## src/rtl/inc16_rr_arbiter_if.sv

```systemverilog
// ----------------------------------------------------------------------------
// inc16_rr_arbiter_if
//   Bundles the requester-side and consumer-side handshakes of the shared
//   incrementer arbiter.
//   master : client side (drives req_valid/req_data/rsp_ready)
//   slave  : arbiter side (drives req_ready and the rsp_* result fields)
// Signals
//   req_valid [N_REQ]        requester i has an operand pending
//   req_data  [N_REQ*WIDTH]  operand of requester i at [i*WIDTH +: WIDTH]
//   req_ready [N_REQ]        one-hot grant
//   rsp_valid                result register holds a valid result
//   rsp_data  [WIDTH]        operand + 1
//   rsp_id    [ID_W]         owner of rsp_data
//   rsp_wrap                 operand was all ones
//   rsp_ready                consumer takes the result this cycle
// ----------------------------------------------------------------------------
interface inc16_rr_arbiter_if #(
   parameter int N_REQ = 4,
   parameter int WIDTH = 16,
   parameter int ID_W  = 2
) ();
   logic [N_REQ-1:0]       req_valid;
   logic [N_REQ*WIDTH-1:0] req_data;
   logic [N_REQ-1:0]       req_ready;
   logic                   rsp_valid;
   logic [WIDTH-1:0]       rsp_data;
   logic [ID_W-1:0]        rsp_id;
   logic                   rsp_wrap;
   logic                   rsp_ready;

   modport master (
      output req_valid, req_data, rsp_ready,
      input  req_ready, rsp_valid, rsp_data, rsp_id, rsp_wrap
   );

   modport slave (
      input  req_valid, req_data, rsp_ready,
      output req_ready, rsp_valid, rsp_data, rsp_id, rsp_wrap
   );
endinterface

```

## src/rtl/inc16_rr_arbiter.sv

```systemverilog
// ----------------------------------------------------------------------------
// inc16_rr_arbiter
//   Shares one WIDTH-bit incrementer (out = in + 1) between N_REQ requesters
//   using round-robin arbitration. The result is registered together with
//   the owning requester ID and a wrap flag (operand was all ones).
// Ports
//   clk    : rising-edge clock
//   reset  : asynchronous, active-high reset
//   bus    : inc16_rr_arbiter_if.slave (requester and consumer handshakes)
// Notes
//   The result register is the only buffering: a new grant is possible when
//   the register is empty or is being drained on the same edge, so full
//   throughput is one result per cycle with rsp_ready held high.
//   ID_W must equal clog2(N_REQ).
// ----------------------------------------------------------------------------
module inc16_rr_arbiter #(
   parameter int N_REQ = 4,
   parameter int WIDTH = 16,
   parameter int ID_W  = 2
) (
   input  logic             clk,
   input  logic             reset,
   inc16_rr_arbiter_if.slave bus
);

   // Result register occupancy; the state is exactly rsp_valid.
   typedef enum logic {
      ST_EMPTY = 1'b0,
      ST_FULL  = 1'b1
   } state_t;

   state_t           state_q, state_d;
   logic [WIDTH-1:0] data_q,  data_d;
   logic [ID_W-1:0]  id_q,    id_d;
   logic             wrap_q,  wrap_d;
   logic [ID_W-1:0]  ptr_q,   ptr_d;

   logic             accept_s;
   logic             grant_found_s;
   logic [ID_W-1:0]  grant_idx_s;
   logic [ID_W:0]    cand_s;
   logic [N_REQ-1:0] grant_oh_s;
   logic [WIDTH-1:0] sel_data_s;

   // Incremented operand, truncated to WIDTH.
   function automatic logic [WIDTH-1:0] inc_fn(input logic [WIDTH-1:0] v);
      return v + {{(WIDTH-1){1'b0}}, 1'b1};
   endfunction

   // High when the operand is all ones, i.e. the increment wraps to zero.
   function automatic logic all_ones_fn(input logic [WIDTH-1:0] v);
      return &v;
   endfunction

   // Round-robin search starting at the pointer; first valid requester wins.
   always_comb begin
      grant_found_s = 1'b0;
      grant_idx_s   = '0;
      cand_s        = '0;
      for (int off = 0; off < N_REQ; off++) begin
         // One extra bit keeps ptr+off from overflowing before the wrap.
         cand_s = {1'b0, ptr_q} + (ID_W+1)'(off);
         if (cand_s >= (ID_W+1)'(N_REQ)) begin
            cand_s = cand_s - (ID_W+1)'(N_REQ);
         end else begin
            cand_s = cand_s;
         end
         if (!grant_found_s && bus.req_valid[cand_s[ID_W-1:0]]) begin
            grant_found_s = 1'b1;
            grant_idx_s   = cand_s[ID_W-1:0];
         end else begin
            grant_found_s = grant_found_s;
         end
      end
   end

   // Accept when the result slot is free or draining; reset blocks grants.
   assign accept_s = ~reset
                   & ((state_q == ST_EMPTY) | bus.rsp_ready)
                   & grant_found_s;

   // One-hot grant, all zero when nothing is accepted.
   always_comb begin
      grant_oh_s = '0;
      if (accept_s) begin
         grant_oh_s[grant_idx_s] = 1'b1;
      end else begin
         grant_oh_s = '0;
      end
   end

   assign sel_data_s = bus.req_data[grant_idx_s*WIDTH +: WIDTH];

   // Next-state: load on accept, drain on consumer take, otherwise hold.
   always_comb begin
      state_d = state_q;
      data_d  = data_q;
      id_d    = id_q;
      wrap_d  = wrap_q;
      ptr_d   = ptr_q;
      if (accept_s) begin
         // Covers simultaneous drain and accept: new result overwrites old.
         state_d = ST_FULL;
         data_d  = inc_fn(sel_data_s);
         wrap_d  = all_ones_fn(sel_data_s);
         id_d    = grant_idx_s;
         if (grant_idx_s == ID_W'(N_REQ - 1)) begin
            ptr_d = '0;
         end else begin
            ptr_d = grant_idx_s + {{(ID_W-1){1'b0}}, 1'b1};
         end
      end else if ((state_q == ST_FULL) && bus.rsp_ready) begin
         state_d = ST_EMPTY;
      end else begin
         state_d = state_q;
      end
   end

   // Result register, pointer and occupancy state.
   always_ff @(posedge clk or posedge reset) begin
      if (reset) begin
         state_q <= ST_EMPTY;
         data_q  <= '0;
         id_q    <= '0;
         wrap_q  <= 1'b0;
         ptr_q   <= '0;
      end else begin
         state_q <= state_d;
         data_q  <= data_d;
         id_q    <= id_d;
         wrap_q  <= wrap_d;
         ptr_q   <= ptr_d;
      end
   end

   assign bus.req_ready = grant_oh_s;
   assign bus.rsp_valid = (state_q == ST_FULL);
   assign bus.rsp_data  = data_q;
   assign bus.rsp_id    = id_q;
   assign bus.rsp_wrap  = wrap_q;

endmodule

```

## src/flat_wrapper.sv

```systemverilog
// flat-port wrapper written by rule: the top's interface ports become plain ports
module inc16_rr_arbiter_flat 
#(
   parameter int N_REQ = 4,
   parameter int WIDTH = 16,
   parameter int ID_W  = 2
)
  (clk, reset, bus_req_valid, bus_req_data, bus_rsp_ready, bus_req_ready, bus_rsp_valid, bus_rsp_data, bus_rsp_id, bus_rsp_wrap);
  inc16_rr_arbiter_if #(.N_REQ(N_REQ), .WIDTH(WIDTH), .ID_W(ID_W)) bus_i ();
  input  logic clk;
  input  logic reset;
  input wire logic [$bits(bus_i.req_valid)-1:0] bus_req_valid;
  input wire logic [$bits(bus_i.req_data)-1:0] bus_req_data;
  input wire logic [$bits(bus_i.rsp_ready)-1:0] bus_rsp_ready;
  output wire logic [$bits(bus_i.req_ready)-1:0] bus_req_ready;
  output wire logic [$bits(bus_i.rsp_valid)-1:0] bus_rsp_valid;
  output wire logic [$bits(bus_i.rsp_data)-1:0] bus_rsp_data;
  output wire logic [$bits(bus_i.rsp_id)-1:0] bus_rsp_id;
  output wire logic [$bits(bus_i.rsp_wrap)-1:0] bus_rsp_wrap;
  assign bus_i.req_valid = bus_req_valid;
  assign bus_i.req_data = bus_req_data;
  assign bus_i.rsp_ready = bus_rsp_ready;
  assign bus_req_ready = bus_i.req_ready;
  assign bus_rsp_valid = bus_i.rsp_valid;
  assign bus_rsp_data = bus_i.rsp_data;
  assign bus_rsp_id = bus_i.rsp_id;
  assign bus_rsp_wrap = bus_i.rsp_wrap;
  inc16_rr_arbiter #(.N_REQ(N_REQ), .WIDTH(WIDTH), .ID_W(ID_W)) u_core (.clk(clk), .reset(reset), .bus(bus_i));
endmodule
```

## config.mk

```make
export PLATFORM = sky130hd
export DESIGN_NAME = inc16_rr_arbiter_flat
export DESIGN_NICKNAME = d
export VERILOG_FILES = /design/src/rtl/inc16_rr_arbiter_if.sv /design/src/rtl/inc16_rr_arbiter.sv /design/src/flat_wrapper.sv
export SDC_FILE = /design/constraint.sdc
export NUM_CORES = 1
export LEC_CHECK = 0
export CAP_MARGIN = 10
export CORE_MARGIN = 1
export CORE_UTILIZATION = 43
export DETAILED_ROUTE_END_ITERATION = 10
export GPL_TIMING_DRIVEN = 0
export MAX_ROUTING_LAYER = met4
export PLACE_DENSITY = 0.95
export SYNTH_ARGS = -nofsm -noshare
export SYNTH_HDL_FRONTEND = slang
export SYNTH_SLANG_ARGS = --single-unit
```

## constraint.sdc

```tcl
create_clock -name clk -period 7.5 [get_ports clk]
set_clock_uncertainty 0.15 [all_clocks]
set_input_delay 1.5 -clock clk [delete_from_list [all_inputs] [get_ports clk]]
set_output_delay 1.5 -clock clk [all_outputs]
set_load 0.01 [all_outputs]
```

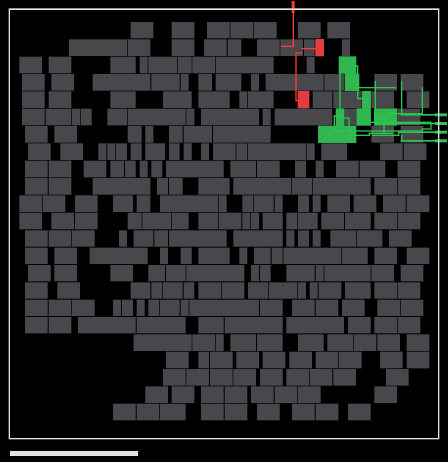
Run 1: I/O nets highlighted
Bar = 20 um.
`bus_rsp_ready`: marked red, direction input, end cells 2, buffers 1, wire 19.4 um. `bus_req_valid`: marked green, direction input, end cells 9, buffers 4, wire 123 um.
IO Pins: 95
port bufs: 94

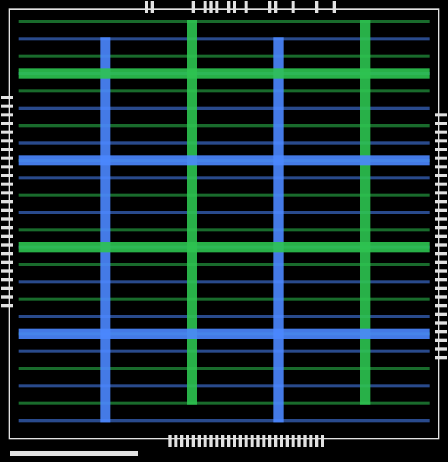
Run 1: supply network
Bar = 20 um. Pins as bars on the die edge.
VDD: marked green. VSS: marked blue.
95 signal pins sit on the boundary. The core has 23 rows. 4 straps on met5. 24 met1 rails follow the rows. 4 straps on met4.

==> results_slide.txt, run 1 <==
Implementation Results

Synth
  • Flops out of synthesis: 22
  • EDFF count, synth: 0
  • XOR/XNOR Area Share: 5.77%
  • Mapped Cells: 186
  • Mux frac, synth: 29.7%
  • Most frequent cells after synthesis: mux2i_1 (36), dfrtp_1 (22), nor2_1 (20)
  • Yosys stat chip area: 0.00182 sq mm
  • Main logic family after synthesis: multiplexers
  • Asr flop ratio synth: 100%
  • Synth Seq Share: 30.2%
  • Main synth FF type: dfrtp_1
  • Largest area contributor in the netlist: dfrtp_1
  • Syn Std Cell Area: 0.00182 sq mm
  • Post-synth area hogs: dfrtp_1 (30%), mux2i_1 (20%), mux2_2 (9.9%), a21oi_1 (4.1%), nor2_1 (4.1%)
  • Post-synth cell types: 36
  • Mapped Avg Cell Area: 9.79 sq um
  • Top cell type by instance count after synthesis: mux2i_1

Cells and area
  • Flop area: 551 sq um
  • Most frequent logic cell in the layout: clkdlybuf4s50_1
  • Count of multi-input gates: 144
  • ANT cells: 0
  • Dominant kind of cell: combinational gates
  • Final net count: 361
  • Flip-flops: 22
  • Non-clk bufs: 104
  • Invs w/o clock: 10
  • Final Util: 71.9%

Floorplanning
  • Chip Area: 0.00450 sq mm
  • Row count: 23
  • Core ar.: 0.00403 sq mm
  • Tap cells: 50

Min path
  • Hold Crit Start: u_core.bus.rsp_id[1]
  • Hold path endpoint: u_core.bus.rsp_id[1]

Final timing
  • Max-slew headroom: 42.8%
  • Endpoints failing setup: 0
  • Setup_tns: 0 ps
  • Hold Violations, Final: 0
  • Max-slew violation count: 0
  • Post-layout period usage of the worst path: 79.0%

Pwr
  • Switching share of power: 37.1%
  • Int Pwr: 490 uW
  • Switching power: 290 uW

Critical path
  • CP Max Fanout: 11
  • Critical path buffer and inverter count: 5
  • Arrival time of the worst setup path: 4280 ps
  • RR Endpoint: u_core.bus.rsp_data[15]
  • Flop-to-flop setup slack: 4220 ps
  • Startpoint types: primary input
  • RR Startpoint: u_core.ptr_q[0]
  • WP data required: 5850 ps
  • Family with the most delay on the worst path: buffers and inverters

Clock network
  • CTS tree: built
  • H-tree levels: 1
  • CTS sink cnt: 22
  • CTS Buffer Depth: 2
  • Post-CTS resize count: 0
  • Clock transition at path regs: 90 ps
  • Hold buffers post-CTS: 0
  • Root buffer cell: clkbuf_8

Global routing
  • GRT Residual Overflow: 0
  • First-pass GRT wire length: 7780 um
  • Largest net degree at the start of global routing: 23

Placement
  • Post-DP HPWL: 3740 um
  • Placed cells: 330
  • Gpl congestion: 0.846
  • Placed Area: 0.00283 sq mm

Drt
  • Number of remaining DRC errors: 0
  • Antenna-violating nets left: 0

Outcome
  • Outcome: completed

Run
  • OpenROAD warning count: 29
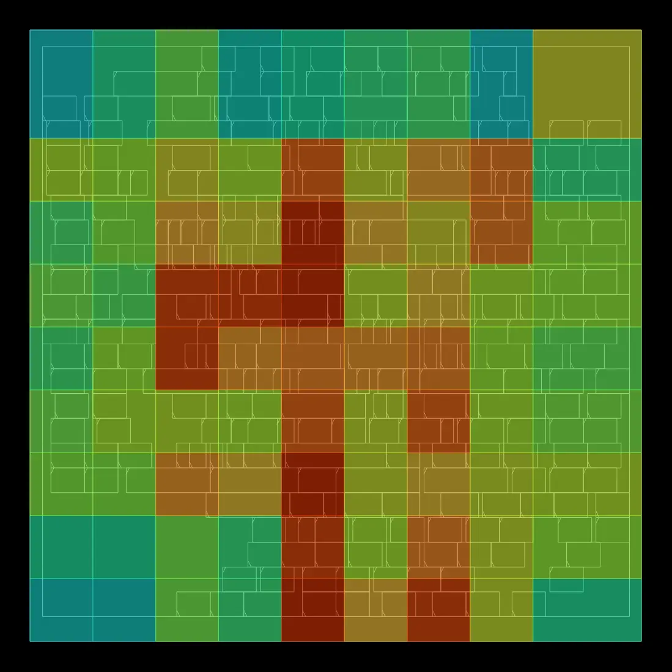
Run 1: routing congestion
GRT Util Overall: 23.6%
most used routing layer in global routing: met2

## run 1: power groups by stage
stage | combinational (uW) | sequential [uW] | clock [uW]
finish | 476 | 191 | 113
global route | 515 | 196 | 120
CTS | 478 | 191 | 113
detailed placement | 474 | 192 | 0
global placement | 462 | 190 | 0
floorplan | 277 | 208 | 0
## run 1: flip-flops by register name (all words and copies together), names as in the netlist
name / cells
u_core.bus.rsp_valid: 1
u_core.bus.rsp_data: 16
u_core.bus.rsp_id: 2
u_core.bus.rsp_wrap: 1
u_core.ptr_q: 2
## run 1: layer usage
layer  wire length, um  track usage [%]  up-vias  part of all wire, %
met4                53             6.91        0                  1.1
met5                 0                -        -                    0
li1                  -                -      852                    -
met1              1870             26.2      820                   39
met2              2530             43.0       77                   52
met3               405             3.42        6                  8.3
Run 1, cell area per tile:
Bar = 20 um. The die is cut into 7 by 7 equal tiles; black is low, pale yellow is high, 0 to 100% covered.
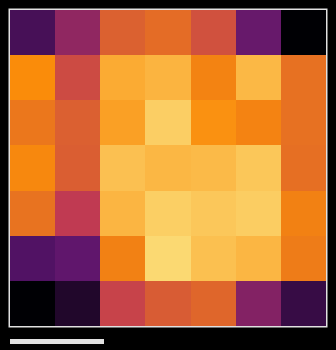

--- run 2 (diff from run 1) ---
--- a/config.mk
+++ b/config.mk
@@ -7,11 +7,11 @@
 export LEC_CHECK = 0
 export CAP_MARGIN = 10
 export CORE_MARGIN = 1
-export CORE_UTILIZATION = 43
+export CORE_UTILIZATION = 40
 export DETAILED_ROUTE_END_ITERATION = 10
 export GPL_TIMING_DRIVEN = 0
 export MAX_ROUTING_LAYER = met4
-export PLACE_DENSITY = 0.95
+export PLACE_DENSITY = 0.92
 export SYNTH_ARGS = -nofsm -noshare
 export SYNTH_HDL_FRONTEND = slang
 export SYNTH_SLANG_ARGS = --single-unit
==> constraint.sdc (replaced) <==
create_clock -name clk -period 5.7 [get_ports clk]
set_clock_uncertainty 0.15 [all_clocks]
set_input_delay 1.14 -clock clk [delete_from_list [all_inputs] [get_ports clk]]
set_output_delay 1.14 -clock clk [all_outputs]
set_load 0.01 [all_outputs]
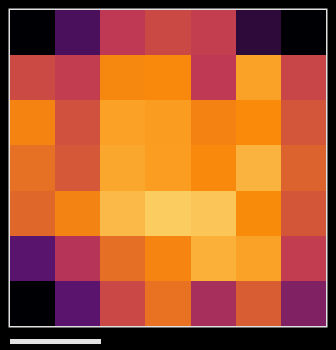
Run 2: cell area per tile
Bar = 20 um. The die is cut into 7 by 7 equal tiles; black is low, pale yellow is high, 0 to 100% covered.
22% of the tiles are over 75% full. The emptiest ninth of the die: lower left. 6.1% of the tiles are nearly empty. The densest ninth of the die: center.
Final Util: 66.6%
Core ar.: 0.00435 sq mm
FP Core Util: 41.8%

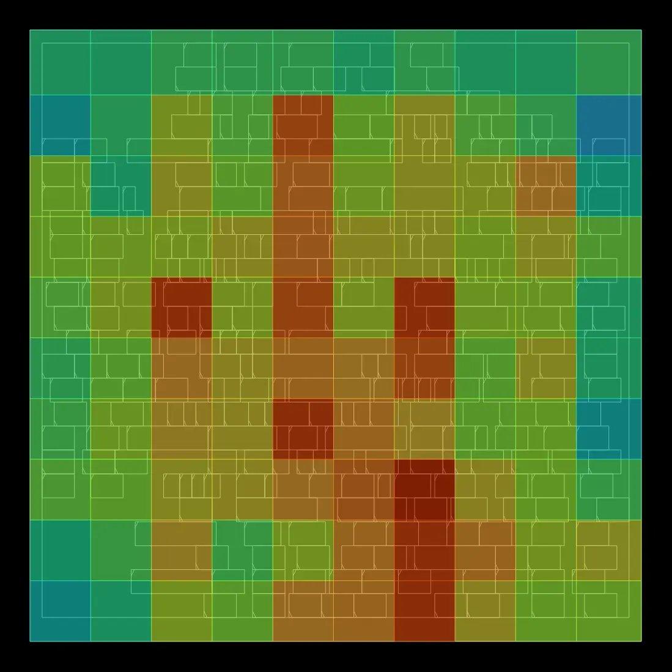
Run 2: routing congestion
met2 GRT Util: 41.5%
routing usage on met1: 24.8%
GRT Util Overall: 22.5%
met3 global-route usage: 4.51%

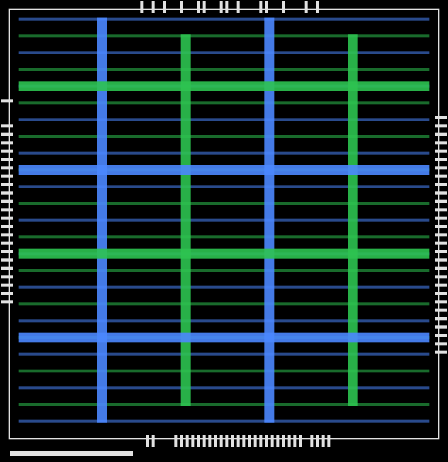
Run 2: supply network
Bar = 20 um. Pins as bars on the die edge.
VDD: marked green. VSS: marked blue.
25 met1 rails follow the rows. 4 straps on met4. The core has 24 rows.
Die W: 69.5 um
Die H: 69.5 um
Max IR drop VDD: 0.152 mV

==> run 2 against run 1 <==
  * Design area barely moved
  * Hold slack hardly changed
  * Critical endpoint unchanged
  * Highest routed layer unchanged
  * Power is 31% higher
  * Global-route usage decreased by 1.0 points
==> results_slide.txt, run 2 <==
Implementation Results

Critical path
  • Startpoint types: primary input
  • Flop-to-flop setup slack: 2420 ps (-1800 ps)
  • RR Endpoint: u_core.bus.rsp_data[15]
  • RR Startpoint: u_core.ptr_q[0]
  • WP data required: 4410 ps (-1440 ps)
  • CP Max Fanout: 11 (unchanged)
  • Arrival time of the worst setup path: 3940 ps (-340 ps)

Cells and area
  • Invs w/o clock: 10 (unchanged)
  • Top Layout Cells: clkdlybuf4s50_1 (94), mux2i_1 (36), dfrtp_1 (22)
  • Dominant kind of cell: combinational gates
  • Flip-flops: 22 (unchanged)
  • Post-Layout Inst Area: 0.00290 sq mm
  • ANT cells: 0 (unchanged)
  • Non-clk bufs: 104 (unchanged)
  • Clk cell area share: 2.46%
  • Count of multi-input gates: 144 (unchanged)
  • Final net count: 361 (unchanged)
  • Share of layout cells above drive strength 1: 11.6%
  • Flop area: 551 sq um (unchanged)
  • Most frequent logic cell in the layout: clkdlybuf4s50_1

Placement
  • Post-DP HPWL: 3920 um (+4.7%)
  • Gpl congestion: 0.802 (-5.2%)
  • Port bufs: 94 (unchanged)
  • Placed Area: 0.00283 sq mm (about the same)
  • Placed cells: 332 (+0.61%)

Final timing
  • Endpoints failing setup: 0 (unchanged)
  • Worst Slack Setup Final: 471 ps
  • Fmax: 191 MHz
  • Max-slew headroom: 40.8% (-2.1 points)
  • Post-layout period usage of the worst path: 91.7%
  • Max-slew violation count: 0 (unchanged)
  • Setup_tns: 0 ps (unchanged)
  • Hold Violations, Final: 0 (unchanged)

Synth
  • XOR/XNOR Area Share: 5.77% (unchanged)
  • Mux frac, synth: 29.7% (unchanged)
  • Simple share: 15.2%
  • Adder share: 3.43%
  • Post-synth area hogs: dfrtp_1 (30%), mux2i_1 (20%), mux2_2 (9.9%), a21oi_1 (4.1%), nor2_1 (4.1%)
  • Ao+oa area frac: 9.20%
  • Mapped Avg Cell Area: 9.79 sq um (unchanged)
  • Main synth FF type: dfrtp_1
  • Mapped Cells: 186 (unchanged)
  • Yosys stat chip area: 0.00182 sq mm (unchanged)
  • Post-synth cell types: 36 (unchanged)
  • Main logic family after synthesis: multiplexers
  • Syn Std Cell Area: 0.00182 sq mm (unchanged)
  • EDFF count, synth: 0 (unchanged)
  • Synth Seq Share: 30.2% (unchanged)
  • Largest area contributor in the netlist: dfrtp_1
  • Most frequent cells after synthesis: mux2i_1 (36), dfrtp_1 (22), nor2_1 (20)
  • Top cell type by instance count after synthesis: mux2i_1
  • Asr flop ratio synth: 100% (unchanged)

Clock network
  • Post-CTS resize count: 0 (unchanged)
  • CTS sink cnt: 22 (unchanged)
  • CTS tree: built
  • CTS Buffer Depth: 2 (unchanged)
  • Cts bufs inserted: 3
  • H-tree levels: 1 (unchanged)
  • Hold buffers post-CTS: 0 (unchanged)
  • Clock transition at path regs: 90 ps (about the same)
  • Root buffer cell: clkbuf_8

Global routing
  • GRT Residual Overflow: 0 (unchanged)
  • Most used routing layer in global routing: met2
  • Largest net degree at the start of global routing: 23 (unchanged)
  • Number of antenna violations at the first check in global routing: 0
  • First-pass GRT wire length: 8510 um (+9.3%)

Drt
  • Vias/cell: 5.15
  • DR WL met2: 2670 um (+5.6%)
  • Number of remaining DRC errors: 0 (unchanged)
  • Wire length on met1: 1900 um (+1.8%)
  • Antenna-violating nets left: 0 (unchanged)
  • Routed wl met3: 319 um (-21%)
  • Highest routed layer: met4

Min path
  • Hold Crit Start: u_core.bus.rsp_id[0]
  • Hold path endpoint: u_core.bus.rsp_id[0]

Outcome
  • Outcome: completed

Floorplanning
  • Chip Area: 0.00483 sq mm (+7.3%)
  • IO Pins: 95 (unchanged)
  • Tap cells: 52 (+4.0%)
  • Row count: 24 (+4.3%)

Run
  • # Max-Cap Violations: 0
  • OpenROAD warning count: 29 (unchanged)
[run 2: worst max-delay path, cell delays in order]
cell             delay (ps)
clkdlybuf4s50_1         520
nand2b_1                120
a21oi_1                  70
a211oi_2                400
buf_6                   220
clkbuf_1                480
inv_1                   150
ha_1                    220
and2_1                  130
clkdlybuf4s50_1         470
[run 2: report_power, final]
| part | internal, uW | switching [uW] | total (uW) | leakage, uW |
|---|---|---|---|---|
| Combinational | 336 | 285 | 621 | 0.000918 |
| Clock | 94.0 | 55.6 | 150 | 0.0000357 |
| Sequential | 214 | 36.7 | 250 | 0.000248 |
| Total | 644 | 377 | 1020 | 0.00120 |
Power is estimated from default activity; no workload was simulated.
